Figure 1. Placed cells, one colour a class.
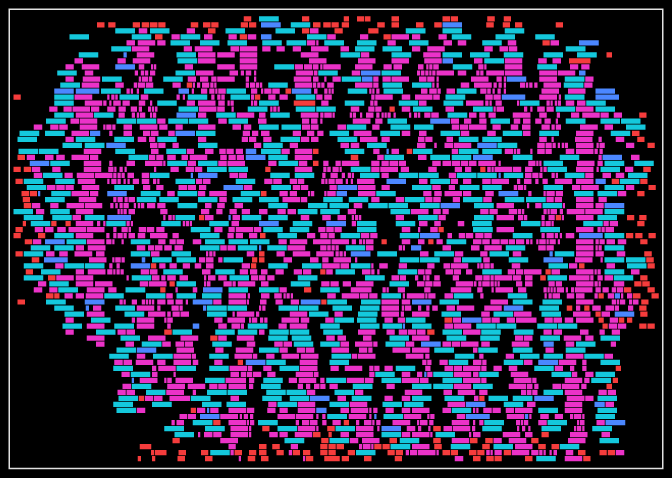
Figure 2. Nets reached from selected ports.
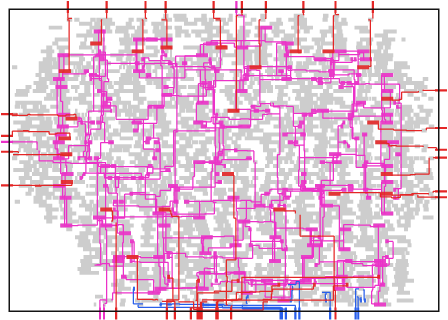
Figure 3. Clock network drawn from the DEF.
Scale bar: 100 um.
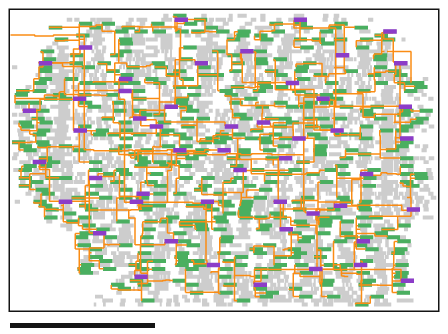
Figure 4. Clock wiring as the flow saved it.
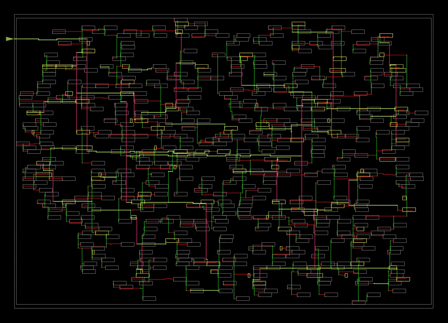
### src/rtl/register_file.sv
// Register file: R0-R14 stored, R15 reads back as {24'b0, PC}, BL link write into R14.
// Define RF_BYPASS_EN to forward a pending write to the combinational read ports.
module register_file (
    input  logic        Clk,
    input  logic        Clr,
    input  logic [3:0]  RA,
    input  logic [3:0]  RB,
    input  logic [3:0]  RD,
    output logic [31:0] PA,
    output logic [31:0] PB,
    output logic [31:0] PD,
    input  logic [3:0]  RW,
    input  logic [31:0] PW,
    input  logic        LE,
    input  logic [7:0]  PC,
    input  logic        BL_LE,
    input  logic [7:0]  LR_D,
    output logic        WR15_ERR
);

    logic [31:0]       link_val;
    logic [15:0][31:0] reg_bus;
    logic [2:0][3:0]   rd_addr;
    logic [2:0][31:0]  rd_data;
    logic              wr15_err_reg;

    assign link_val    = {24'h0, LR_D};
    assign reg_bus[15] = {24'h0, PC};

    genvar gi;
    generate
        // The link write takes priority over write-back when both target R14.
        for (gi = 0; gi < 15; gi++) begin : g_reg
            localparam logic [3:0] IDX = 4'(gi);
            logic [31:0] data_reg;
            logic        link_sel;
            logic        wb_sel;

            assign link_sel = BL_LE && (IDX == 4'd14);
            assign wb_sel   = LE && (RW == IDX);

            always_ff @(posedge Clk or posedge Clr) begin
                if (Clr) begin
                    data_reg <= '0;
                end else if (link_sel) begin
                    data_reg <= link_val;
                end else if (wb_sel) begin
                    data_reg <= PW;
                end
            end

            assign reg_bus[gi] = data_reg;
        end
    endgenerate

    assign rd_addr = {RD, RB, RA};

    generate
        for (gi = 0; gi < 3; gi++) begin : g_rd
            logic [31:0] val;
`ifdef RF_BYPASS_EN
            // No write is pending while Clr holds the array cleared.
            always_comb begin
                val = reg_bus[rd_addr[gi]];
                if (!Clr && (rd_addr[gi] != 4'd15)) begin
                    if (BL_LE && (rd_addr[gi] == 4'd14)) begin
                        val = link_val;
                    end else if (LE && (RW == rd_addr[gi])) begin
                        val = PW;
                    end
                end
            end
`else
            assign val = reg_bus[rd_addr[gi]];
`endif
            assign rd_data[gi] = val;
        end
    endgenerate

    assign PA = rd_data[0];
    assign PB = rd_data[1];
    assign PD = rd_data[2];

    always_ff @(posedge Clk or posedge Clr) begin
        if (Clr) begin
            wr15_err_reg <= 1'b0;
        end else if (LE && (RW == 4'd15)) begin
            wr15_err_reg <= 1'b1;
        end
    end

    assign WR15_ERR = wr15_err_reg;

endmodule

### config.mk
export PLATFORM = sky130hd
export DESIGN_NAME = register_file
export DESIGN_NICKNAME = d
export VERILOG_FILES = /design/src/rtl/register_file.sv
export SDC_FILE = /design/constraint.sdc
export NUM_CORES = 1
export LEC_CHECK = 0
export ABC_CLOCK_PERIOD_IN_PS = 19900
export CAP_MARGIN = 20
export CORE_ASPECT_RATIO = 0.7
export CORE_UTILIZATION = 50
export DETAILED_ROUTE_END_ITERATION = 8
export GPL_ROUTABILITY_DRIVEN = 0
export PLACE_DENSITY = 0.66
export SLEW_MARGIN = 5
export SYNTH_ARGS = -nofsm -noshare
export SYNTH_HDL_FRONTEND = slang
export SYNTH_SLANG_ARGS = --single-unit
### constraint.sdc
create_clock -name Clk -period 19.9 [get_ports Clk]
set_clock_uncertainty 0.1 [all_clocks]
set_input_delay 3.98 -clock Clk [delete_from_list [all_inputs] [get_ports Clk]]
set_output_delay 3.98 -clock Clk [all_outputs]
set_load 0.01 [all_outputs]
==> results_dict.tcl <==
# yosys + openroad results
set metrics [dict create \
    run_status "completed" \
    design.die.area_mm2 0.0608 \
    worst_max_slew_margin_expressed_relative_to_the_limit_pct 28.7 \
    power.ir.vdd_worst_mv 0.0676 \
    worstMarginPinSlew_ns 1.07 \
    drt_first_iter_violations 2400 \
    post_drt_via_cell_ratio 6.99 \
    synth_stat.cells 2250 \
    seq_area_share_pct 35.9 \
    mostFrequentLayoutCells "481 x dfrtp_1, 412 x mux2_2, 283 x mux4_2" \
    grt.met1_usage_pct 47.4 \
    final-seq-area_mm2 0.0120 \
    final_net_count 2338 \
    route.detailed.wl_per_inst_um 30.5 \
    end_kind "primary output" \
    synth_simple_gate_area_share_pct 4.05 \
    post_layout_instance_count_excluding_filler_cells 3107 \
    synth-async-reset-ratio_pct 100 \
    synthAoiAreaFrac_pct 7.23 \
    filler_cell_count 4740 \
    placement_stage_cell_area_mm2 0.0317 \
    grt_start_max_net_pins 130 \
    setup.worst_path.start_class "input pin" \
]
Back to the opening pictures, Figure 1:
legend:
  magenta:
    class: all other logic
    cells: 1524
    share_of_their_area: 51%
  blue:
    class: clock drivers and dummy loads
    cells: 90
    share_of_their_area: 5.4%
  red:
    class: other buffers and delay cells
    cells: 213
    share_of_their_area: 6.3%
  cyan:
    class: flip-flops
    cells: 481
    share_of_their_area: 37%

Back to the opening pictures, Figure 2:
legend:
  magenta:
    port: `RD`
    direction: input
    edge: 2 south, 1 west, 1 north
    end_cells: 283
    wire: 7500 um
  blue:
    port: `LR_D`
    direction: input
    edge: south
    end_cells: 8
    wire: 422 um
  red:
    port: `PB`
    direction: output
    edge: 12 south, 10 north, 6 east, 4 west
    end_cells: 32
    wire: 1780 um
I/O pins: 165
buffers added on ports: 164

Back to the opening pictures, Figure 3:
legend:
  purple:
    item: cells driving clock nets
    count: 50
  orange:
    item: clock wires
    length: 6830 um
  green:
    item: flip-flops
    count: 481
routed clock nets: 51
flops lie: all over the die

Back to the opening pictures, Figure 4:
clock network power: 1020 uW
clock buffers created by TritonCTS: 50
clock buffer count in the final layout: 74
clock latency of the later-clocked register in the worst-skew pair: 0.60 ns
TritonCTS Sinks: 481

Power is estimated from default activity; no workload was simulated.
